<file path="src/rtl/pulse_train_gen_if.sv">
// Control/stream bundle between the lab test controller and pulse_train_gen.
// The controller drives start/count/gap. The generator drives out/busy/done/mod3.
interface pulse_train_gen_if #(
   parameter int CNT_W = 8,
   parameter int GAP_W = 4
);
   logic             start;
   logic [CNT_W-1:0] count;
   logic [GAP_W-1:0] gap;
   logic             out;
   logic             busy;
   logic             done;
   logic             mod3;

   modport master (
      output start,
      output count,
      output gap,
      input  out,
      input  busy,
      input  done,
      input  mod3
   );

   modport slave (
      input  start,
      input  count,
      input  gap,
      output out,
      output busy,
      output done,
      output mod3
   );
endinterface

</file>
<file path="src/rtl/pulse_train_gen.sv">
// Serial pulse-train transmitter.
// Emits N single-cycle high pulses, each followed by a programmable low gap.
// It also produces a registered mod-3 reference for the pulse-counting detectors.
// Every output is a register decoded from state and counters, so the output
// timeline trails the state register by one cycle.
module pulse_train_gen #(
   parameter int CNT_W = 8,
   parameter int GAP_W = 4
) (
   input  logic              clk,
   input  logic              rst,
   pulse_train_gen_if.slave  bus
);

   typedef enum logic [1:0] {
      ST_IDLE  = 2'd0,
      ST_PULSE = 2'd1,
      ST_GAP   = 2'd2,
      ST_DONE  = 2'd3
   } state_t;

   state_t           state_q;
   state_t           state_nx;

   logic [CNT_W-1:0] cnt_lat;
   logic [GAP_W-1:0] gap_lat;
   logic [CNT_W-1:0] sent;
   logic [GAP_W-1:0] gap_cnt;
   logic [1:0]       residue;

   logic             out_q;
   logic             busy_q;
   logic             done_q;
   logic             mod3_q;

   logic             accept;
   logic             last_pulse;

   // A zero gap request still leaves one low cycle, so pulses never merge.
   function automatic logic [GAP_W-1:0] gap_floor1(input logic [GAP_W-1:0] g);
      return (g == '0) ? GAP_W'(1) : g;
   endfunction

   // Residue of pulses sent, modulo 3, with an explicit wrap from 2 to 0.
   function automatic logic [1:0] residue_step(input logic [1:0] r);
      return (r == 2'd2) ? 2'd0 : r + 2'd1;
   endfunction

   // Comparing against count-1 checks completion before the increment,
   // so sent never has to hold the value count itself.
   assign accept     = (state_q == ST_IDLE) && bus.start;
   assign last_pulse = (sent == cnt_lat - CNT_W'(1));

   // State register.
   always_ff @(posedge clk or negedge rst) begin
      if (!rst) begin
         state_q <= ST_IDLE;
      end else begin
         state_q <= state_nx;
      end
   end

   // Next-state decode. start is only looked at in IDLE.
   always_comb begin
      state_nx = state_q;
      unique case (state_q)
         ST_IDLE: begin
            if (bus.start) begin
               if (bus.count != '0) begin
                  state_nx = ST_PULSE;
               end else begin
                  state_nx = ST_DONE;
               end
            end
         end
         ST_PULSE: begin
            if (last_pulse) begin
               state_nx = ST_DONE;
            end else begin
               state_nx = ST_GAP;
            end
         end
         ST_GAP: begin
            if (gap_cnt <= GAP_W'(1)) begin
               state_nx = ST_PULSE;
            end
         end
         ST_DONE: begin
            state_nx = ST_IDLE;
         end
         default: begin
            state_nx = ST_IDLE;
         end
      endcase
   end

   // Request latch. count/gap are captured once per train and then frozen.
   always_ff @(posedge clk or negedge rst) begin
      if (!rst) begin
         cnt_lat <= '0;
         gap_lat <= '0;
      end else if (accept) begin
         cnt_lat <= bus.count;
         gap_lat <= bus.gap;
      end
   end

   // Pulse bookkeeping: the sent counter and the mod-3 residue.
   // Both advance on the edge that ends a pulse.
   always_ff @(posedge clk or negedge rst) begin
      if (!rst) begin
         sent    <= '0;
         residue <= 2'd0;
      end else if (accept) begin
         sent    <= '0;
         residue <= 2'd0;
      end else if (state_q == ST_PULSE) begin
         sent    <= sent + CNT_W'(1);
         residue <= residue_step(residue);
      end
   end

   // Gap countdown. It is loaded as a pulse ends and runs down while in GAP.
   always_ff @(posedge clk or negedge rst) begin
      if (!rst) begin
         gap_cnt <= '0;
      end else if ((state_q == ST_PULSE) && !last_pulse) begin
         gap_cnt <= gap_floor1(gap_lat);
      end else if ((state_q == ST_GAP) && (gap_cnt != '0)) begin
         gap_cnt <= gap_cnt - GAP_W'(1);
      end
   end

   // Registered Moore outputs. These are decoded from the current state and
   // residue only. Reset clears them asynchronously, which aborts a train at once.
   always_ff @(posedge clk or negedge rst) begin
      if (!rst) begin
         out_q  <= 1'b0;
         busy_q <= 1'b0;
         done_q <= 1'b0;
         mod3_q <= 1'b1;
      end else begin
         out_q  <= (state_q == ST_PULSE);
         busy_q <= (state_q == ST_PULSE) || (state_q == ST_GAP);
         done_q <= (state_q == ST_DONE);
         mod3_q <= (residue == 2'd0);
      end
   end

   assign bus.out  = out_q;
   assign bus.busy = busy_q;
   assign bus.done = done_q;
   assign bus.mod3 = mod3_q;

endmodule

</file>
<file path="src/flat_wrapper.sv">
// flat-port wrapper written by rule: the top's interface ports become plain ports
module pulse_train_gen_flat 
#(
   parameter int CNT_W = 8,
   parameter int GAP_W = 4
)
  (clk, rst, bus_start, bus_count, bus_gap, bus_out, bus_busy, bus_done, bus_mod3);
  pulse_train_gen_if #(.CNT_W(CNT_W), .GAP_W(GAP_W)) bus_i ();
  input  logic clk;
  input  logic rst;
  input wire logic [$bits(bus_i.start)-1:0] bus_start;
  input wire logic [$bits(bus_i.count)-1:0] bus_count;
  input wire logic [$bits(bus_i.gap)-1:0] bus_gap;
  output wire logic [$bits(bus_i.out)-1:0] bus_out;
  output wire logic [$bits(bus_i.busy)-1:0] bus_busy;
  output wire logic [$bits(bus_i.done)-1:0] bus_done;
  output wire logic [$bits(bus_i.mod3)-1:0] bus_mod3;
  assign bus_i.start = bus_start;
  assign bus_i.count = bus_count;
  assign bus_i.gap = bus_gap;
  assign bus_out = bus_i.out;
  assign bus_busy = bus_i.busy;
  assign bus_done = bus_i.done;
  assign bus_mod3 = bus_i.mod3;
  pulse_train_gen #(.CNT_W(CNT_W), .GAP_W(GAP_W)) u_core (.clk(clk), .rst(rst), .bus(bus_i));
endmodule
</file>
<file path="config.mk">
export PLATFORM = sky130hd
export DESIGN_NAME = pulse_train_gen_flat
export DESIGN_NICKNAME = d
export VERILOG_FILES = /design/src/rtl/pulse_train_gen_if.sv /design/src/rtl/pulse_train_gen.sv /design/src/flat_wrapper.sv
export SDC_FILE = /design/constraint.sdc
export NUM_CORES = 1
export LEC_CHECK = 0
export ABC_AREA = 0
export CAP_MARGIN = 20
export CORE_UTILIZATION = 29
export CTS_CLUSTER_SIZE = 40
export DETAILED_ROUTE_END_ITERATION = 8
export GPL_TIMING_DRIVEN = 0
export PLACE_DENSITY = 0.58
export SLEW_MARGIN = 20
export SYNTH_ARGS = -nofsm -noshare
export SYNTH_HDL_FRONTEND = slang
export SYNTH_SLANG_ARGS = --single-unit
</file>
<file path="constraint.sdc">
create_clock -name clk -period 2.94 [get_ports clk]
set_input_delay 0.294 -clock clk [delete_from_list [all_inputs] [get_ports clk]]
set_output_delay 0.294 -clock clk [all_outputs]
set_load 0.1 [all_outputs]
</file>
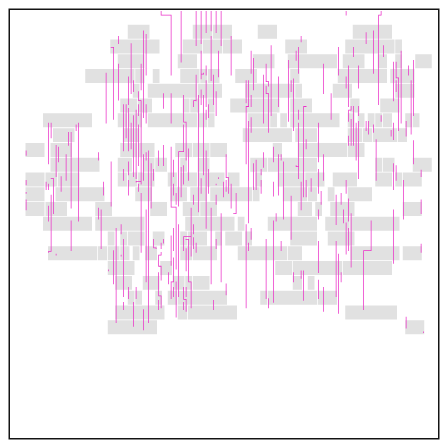
run_1/m2.png
main direction: vertical
longest straight run: 31.6 microns
Routed WL: 3100 microns
met2 global-route usage: 0.177
via count: 1,207

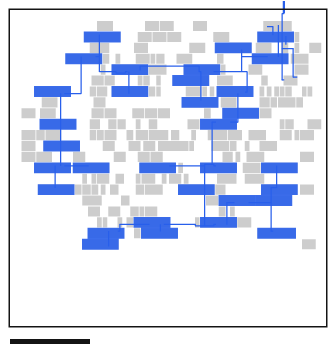
run_1/port_trees.png
The bar under the picture is 20 microns long.
legend:
  rst:
    color: blue
    bits: 1
    direction: input
    end_cells: 32
    buffers: 3
    wire: 266 microns
count of input and output buffers: 18
# IOs: 19

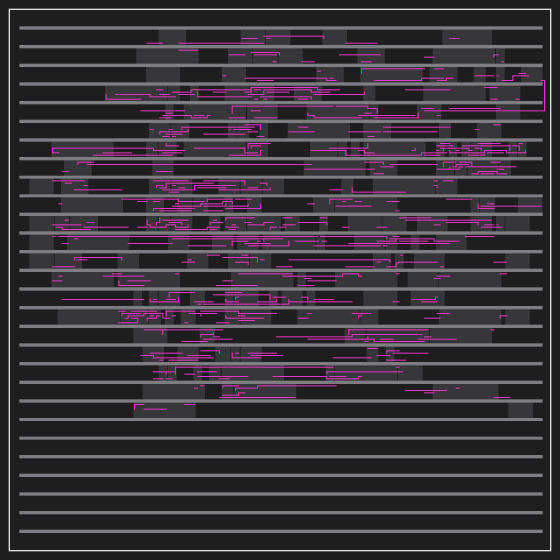
run_1/m1.png
Supply wires on this layer in gray.
main direction: horizontal
nets with wire on the layer: 188
share of all routed wire: 49%
met1 usage: 0.147

==> impl_metrics.toml, run 1 <==
# yosys + openroad results
[status]
status = "finished, final reports clean"

[final_layout]
nets = 209
fillCellCount = 594
drive_gt1_frac = 0.151
layoutNonFillerInstCount = 258

[global_route]
gr-usage-met3 = 0.0276
grt_max_degree = 32
grt_pass1_vias = 1216

[route]
drt_iter0_drc = 48
antenna_left = 0
via_per_inst = 4.68

[power]
finalPower_mw = 2.25
peakVddDrop_uv = 495
p_per_area_nw_per_um2 = 1080

[setup_path]
crit_type = "reg -> reg"
cp-end-kind = "flop"
cp.arrival_ns = 2.50
cp-start-kind = "flop"

[clock_tree]
clock-sinks = 32
clk_latency_ns = 0.28
clkTransAtPathRegs_ns = 0.06

[job]
drv_cap = 0
tool_warnings = 31

[timing]
whs_ns = 0.339
max_freq_mhz = 429
maxSlewViolCount = 0
tns_ns = 0
rsz0062_at_grt = "no"
min_period_ns = 2.33

[synthesis]
muxShareOfSynthArea = 0.108
synth-area-yosys_sq_um = 1710
xor_share = 0.0871
ys_cells = 158
ys.flop_type = "dfrtp_1"
synth-compound-area-share = 0.0900
synth.avg_cell_area_sq_um = 10.8
common_cells = "31 x dfrtp_1, 13 x nor2_1, 12 x mux2_2"
synth_seq_share = 0.469
simple_gate_area_frac = 0.141
top_logic_kind = "simple AND/OR/NAND/NOR gates"

[die]
num_rows = 27
core_sq_um = 5610
die_y_microns = 78.8

[placed_design]
dp_hpwl_microns = 2340
run 1: final timing paths:
check                                        from                 to  slack (ns)  depth (start not counted)
worst max-delay path            u_core.cnt_lat[0]  u_core.gap_cnt[3]        0.61                          7
worst min-delay path                          rst  u_core.gap_cnt[1]        0.34                          2
worst max register to register  u_core.cnt_lat[0]  u_core.gap_cnt[3]        0.61                          7
worst min register to register  u_core.residue[0]    u_core.bus.mod3        0.41                          1
max in group asynchronous                     rst    u_core.bus.mod3        2.19                          3
min in group clk                u_core.residue[0]    u_core.bus.mod3        0.41                          1
run 1: cell families after synthesis:
logic type / Yosys count
flops: 32
fa+ha+maj: 9
xor+xnor: 17
compound gates: 22
mux: 17
simple gates: 47
buf+inv: 14
run 1: power breakdown:
| part | total [mW] | switching [mW] | leakage, nW | internal (mW) |
|---|---|---|---|---|
| clock | 0.321 | 0.155 | 0.0422 | 0.166 |
| sequential | 0.798 | 0.159 | 0.397 | 0.638 |
| combinational | 1.13 | 0.643 | 0.472 | 0.489 |
| total | 2.25 | 0.958 | 0.911 | 1.29 |
run 1: what timing repair did:
action,4_1_cts,5_1_grt
hold endpoints to repair,31,0
endpoints found under the setup margin,0,0
hold buffers,1,0
run 1: cell usage in the layout, fill, tap and decap left out, drive strengths merged:
master         synthesis  final
a211o                  1      1
a21o                   2      2
a21oi                  5      5
a22o                   1      1
a311oi                 1      1
a31oi                  1      1
and2                   1      1
and3                   3      3
and4                   1      1
buf                    1      3
clkbuf                 4     11
clkdlybuf4s50          0     17
clkinv                 0      1
dfrtp                 31     31
dfstp                  1      1
dlygate4sd3            0      1
ha                     9      9
inv                    9      9
mux2                  12     12
mux2i                  5      5
nand2                 10     10
nand3                  1      1
nand4                  3      3
nand4b                 1      1
nor2                  14     14
nor3                   5      5
nor4                   4      4
nor4b                  1      1
o2111ai                1      1
o21ai                  7      7
o21bai                 1      1
o221ai                 1      1
o31ai                  1      1
or2b                   1      1
or3                    2      2
xnor2                  8      8
xor2                   9      9
run 1: layout make-up:
type,instances,area (sq um),share of cell area
multi-input cells,112,842,0.403
flip-flops and latches,32,802,0.384
repair buffers,20,205,0.0983
well taps,72,90.1,0.0432
clock buffers,7,76.3,0.0366
inverters,9,33.8,0.0162
plain buffers,5,32.5,0.0156
clock inverters,1,5.00,0.00240
run 1: metal layers:
layer  share of wire  up-vias
met5               0        -
met4           0.020        0
met3           0.031        5
met2            0.45       18
met1            0.49      583
li1                -      601
run 1: critical path: cells and delay by family, from the launching register on:
family          cells  cell delay [ns]
mux                 1             0.37
simple gates        1             0.21
compound gates      3             0.85
flops               1             0.43
fa+ha+maj           1             0.28
buf+inv             1             0.09
run 1: state kept, by name, indices dropped and copies added, names as in the netlist:
register and flops:
u_core.bus.busy 1, u_core.bus.done 1, u_core.bus.mod3 1, u_core.bus.out 1, u_core.cnt_lat 8, u_core.gap_cnt 4
u_core.gap_lat 4, u_core.residue 2, u_core.sent 8, u_core.state_q 2
## Run 2: what changed since run 1
- clock period: 2.94 -> 2.4 ns (I/O delays scaled with it)
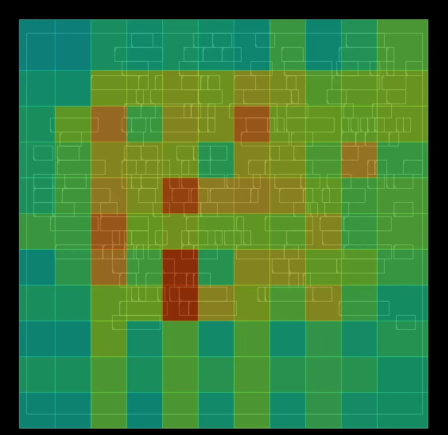
run_2/congestion_map.png
GR Util All Layers: 0.114
GR Util met3: 0.0276
final core occ: 0.372
Top Usage Layer GRT: met2
WL per Instance: 12.0 microns

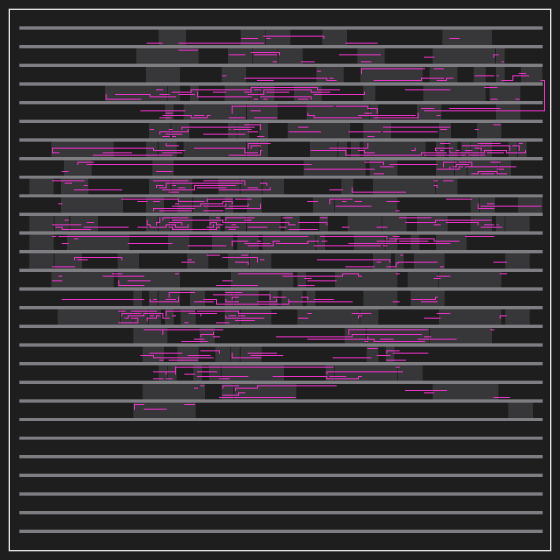
run_2/m1.png
Supply wires on this layer in gray.
main direction: horizontal
nets with wire on the layer: 188
Routed WL: 3100 microns
via count: 1,199

==> impl_metrics.toml, run 2 <==
# yosys + openroad results
[synthesis]
common_cells = "31 x dfrtp_1, 13 x nor2_1, 12 x mux2_2"
ys.flop_type = "dfrtp_1"
synth.avg_cell_area_sq_um = 10.8
yosys.area.top_type_share = 0.454
ys_cells = 158
synthesis.area_sq_um = 1710
synth_dominant_cell_count = "dfrtp_1"
synth-area-yosys_sq_um = 1710

[power]
finalPower_mw = 2.76
p_per_area_nw_per_um2 = 1320
peakVddDrop_uv = 606

[setup_path]
cp-start-kind = "flop"
cp-end-kind = "flop"
worst-path-stages = 7
crit_type = "reg -> reg"
cp.arrival_ns = 2.43
worstReg2RegStart = "u_core.cnt_lat[0]"
reg2reg_setup_slack_ns = 0.14
worstSetupEndpoint = "u_core.gap_cnt[3]"
critical_path.top_delay_family = "AND-OR/OR-AND gates"
reg2regPathDepth = 7
r2r-end = "u_core.gap_cnt[3]"
crit_start = "u_core.cnt_lat[0]"
path_buffers = 1

[die]
die_y_microns = 78.8
core_sq_um = 5610
num_rows = 27

[job]
drv_cap = 0
tool_warnings = 31

[route]
drt_iter0_drc = 50
via_per_inst = 4.65
antenna_left = 0

[final_layout]
top_regs = "u_core.cnt_lat x8, u_core.sent x8"
lay_top_cells = "31 x dfrtp_1, 17 x clkdlybuf4s50_1, 13 x nor2_1, 12 x mux2_2, 10 x nand2_1"
drive_gt1_frac = 0.151
fillCellCount = 594

[clock_tree]
clk_latency_ns = 0.28
clkTransAtPathRegs_ns = 0.06

[timing]
max_freq_mhz = 443
rsz0062_at_grt = "no"
min_period_ns = 2.26
maxSlewViolCount = 0
timing.final.ws_setup_ns = 0.141

[global_route]
grt_max_degree = 32
grt_pass1_vias = 1216

[status]
status = "finished, final reports clean"

[placed_design]
portBuffers = 18
dp_hpwl_microns = 2340
placed_cell_area_sq_um = 2000
==> run 2: cell counts in the layout (fill, tap and decap cells not counted) <==
Identical to the previous run, type by type.
==> run 2: worst min-delay path by stage <==
| stage | startpoint | endpoint | slack [ns] | cells past startpoint |
|---|---|---|---|---|
| detailed placement | rst | u_core.gap_cnt[1] | 0.04 | 1 |
| global placement | u_core.residue[0] | u_core.bus.mod3 | 0.40 | 1 |
| global route | rst | u_core.gap_cnt[1] | 0.31 | 2 |
| floorplan | rst | u_core.bus.busy | -0.06 | 0 |
| CTS | rst | u_core.gap_cnt[1] | 0.28 | 2 |
| finish | rst | u_core.gap_cnt[1] | 0.29 | 2 |
==> run 2: stage by stage <==
stage,utilization,instances,hold WS [ns]
2_1_floorplan,-,158,-0.0556
3_3_place_gp,0.353,248,0.396
3_5_place_dp,0.356,249,0.0391
4_1_cts,0.372,258,0.278
5_1_grt,0.372,258,0.307
6_report,0.372,258,0.285
==> run 2: cell type report <==
type | count | area, sq um | share of cell area
buffer | 5 | 32.5 | 0.0156
sequential | 32 | 802 | 0.384
clock buffer | 7 | 76.3 | 0.0366
inverter | 9 | 33.8 | 0.0162
tap | 72 | 90.1 | 0.0432
clock inverter | 1 | 5.00 | 0.00240
timing repair buffer | 20 | 205 | 0.0983
multi-input combinational | 112 | 842 | 0.403
==> run 2: where the power goes <==
| part | leakage, nW | internal (mW) | switching, mW | total, mW |
|---|---|---|---|---|
| combinational | 0.472 | 0.600 | 0.788 | 1.39 |
| sequential | 0.397 | 0.782 | 0.196 | 0.978 |
| clock | 0.0422 | 0.203 | 0.189 | 0.392 |
==> run 2: layer usage <==
metal | global-route usage | vias to the layer above | routed length, microns
met1 | 0.147 | 575 | 1540
met3 | 0.0276 | 5 | 96
met5 | 0 | - | 0
li1 | - | 601 | -
met4 | 0.0556 | 0 | 61
met2 | 0.177 | 18 | 1410
==> run 2: what timing repair did <==
item | in CTS | in global routing
setup endpoints to repair | 0 | 3
hold buffers | 1 | 0
hold endpoints to repair | 31 | 0
==> run 2: cell families after synthesis <==
kind of cell | Yosys count | synth area share
fa+ha+maj | 9 | 0.0658
mux | 17 | 0.108
flops | 32 | 0.469
compound gates | 22 | 0.0900
buf+inv | 14 | 0.0388
simple gates | 47 | 0.141
xor+xnor | 17 | 0.0871
## Run 3: what changed since run 2
- GPL_TIMING_DRIVEN: 0 -> unset
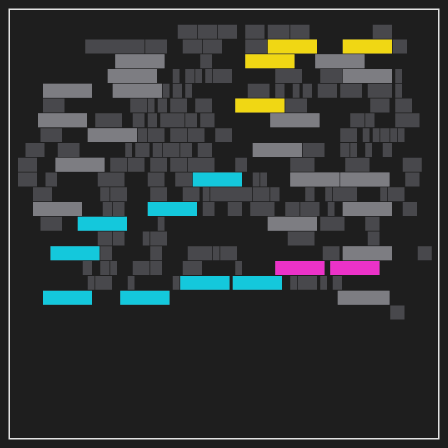
run_3/ff_map.png
legend:
  u_core.sent:
    color: cyan
    flops: 8
  u_core.residue:
    color: magenta
    flops: 2
  u_core.gap_lat:
    color: yellow
    flops: 4
final core occ: 0.369
FF+latch area: 802 sq um
flop share of the area: 0.387
Flop+latch power: 0.999 mW

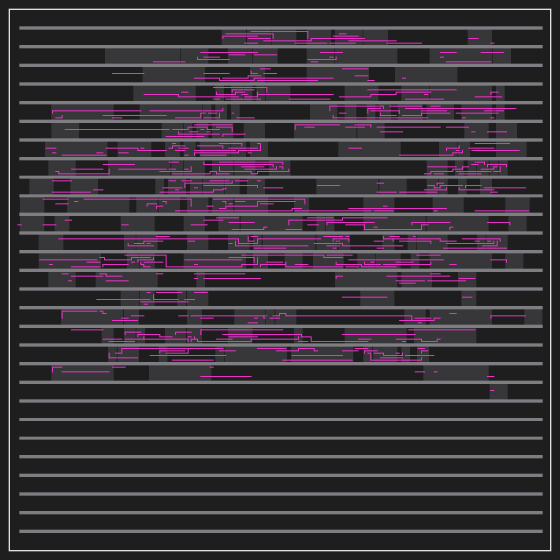
run_3/m1.png
Supply wires on this layer in gray.
wire length on this layer: 1,660 microns
longest straight run: 26.2 microns
Routed WL: 3160 microns
met1 usage: 0.154

==> impl_metrics.toml, run 3 <==
# yosys + openroad results
[final_layout]
fillCellCount = 572
drive_gt1_frac = 0.181
lay_top_cells = "31 x dfrtp_1, 14 x clkdlybuf4s50_1, 13 x nor2_1, 12 x mux2_2, 10 x nand2_1"
logic_area_sq_um = 842
nets = 205
top_regs = "u_core.cnt_lat x8, u_core.sent x8"

[synthesis]
synthesis.area_sq_um = 1710
ys_cells = 158
synth.avg_cell_area_sq_um = 10.8
common_cells = "31 x dfrtp_1, 13 x nor2_1, 12 x mux2_2"
synth-area-yosys_sq_um = 1710

[die]
core_sq_um = 5610
io_pins = 19
die_y_microns = 78.8
num_rows = 27

[clock_tree]
clock-sinks = 32
clk_latency_ns = 0.29
hold_buffers = 0

[placed_design]
portBuffers = 18
dp_cells = 246

[setup_path]
crit_type = "reg -> reg"
reg2reg_setup_slack_ns = 0.20
reg2regPathDepth = 7

[timing]
maxSlewViolCount = 0
timing.final.ws_setup_ns = 0.197
rsz0062_at_grt = "no"

[job]
drv_cap = 0

[status]
status = "finished, final reports clean"

[route]
antenna_left = 0
wl_per_cell_microns = 12.4

[power]
p_per_area_nw_per_um2 = 1370
peakVddDrop_uv = 542

[global_route]
grt_use_total = 0.115
grt_max_degree = 33
==> run 3: cell counts after synthesis <==
Identical to the previous run, type by type.
==> run 3: routing by layer <==
| metal | GRT usage | wire length (microns) |
|---|---|---|
| met2 | 0.170 | 1340 |
| met5 | 0 | 0 |
| met3 | 0.0322 | 99 |
| met1 | 0.154 | 1660 |
| met4 | 0.0556 | 64 |
==> run 3: cells by family after synthesis <==
logic type | share of synthesized area
compound gates | 0.0900
xor+xnor | 0.0871
fa+ha+maj | 0.0658
buf+inv | 0.0388
flops | 0.469
mux | 0.108
simple gates | 0.141
==> run 3: worst max path at each step <==
stage / to / slack (ns) / cells after the start
floorplan: u_core.gap_cnt[1] / 0.30 / 7
finish: u_core.gap_cnt[1] / 0.20 / 7
detailed placement: u_core.gap_cnt[2] / 0.13 / 7
global placement: u_core.gap_cnt[1] / 0.20 / 7
CTS: u_core.gap_cnt[3] / 0.12 / 7
global route: u_core.gap_cnt[1] / 0.06 / 7
==> run 3: cell type report <==
cell class	count	area share
Clock buffer	5	0.0332
Clock inverter	3	0.0205
Inverter	9	0.0163
Multi-Input combinational cell	112	0.406
Sequential cell	32	0.387
Tap cell	72	0.0435
Timing Repair Buffer	21	0.0930
==> run 3: report_power, final <==
part	switching, mW	leakage (nW)	total (mW)	internal [mW]
logic	0.771	0.462	1.34	0.567
registers	0.218	0.397	0.999	0.781
clock network	0.205	0.0541	0.512	0.307
total	1.19	0.913	2.85	1.65
==> run 3: worst max-delay path: cells and delay by family, from the launching register on <==
kind,cells,cell delay (ns)
DFF,1,0.42
adders and majority gates,1,0.25
buffers and inverters,1,0.09
AOI/OAI and AO/OA,3,0.75
and+or+nand+nor,1,0.20
muxes,1,0.37
==> run 3: stage by stage <==
step / total power, mW / hold slack [ns]
3_3_place_gp: 2.34 / 0.397
6_report: 2.85 / 0.349
5_1_grt: 3.08 / 0.383
2_1_floorplan: 2.07 / -0.0556
3_5_place_dp: 2.36 / 0.397
4_1_cts: 2.88 / 0.363
Power is estimated from default activity; no workload was simulated.
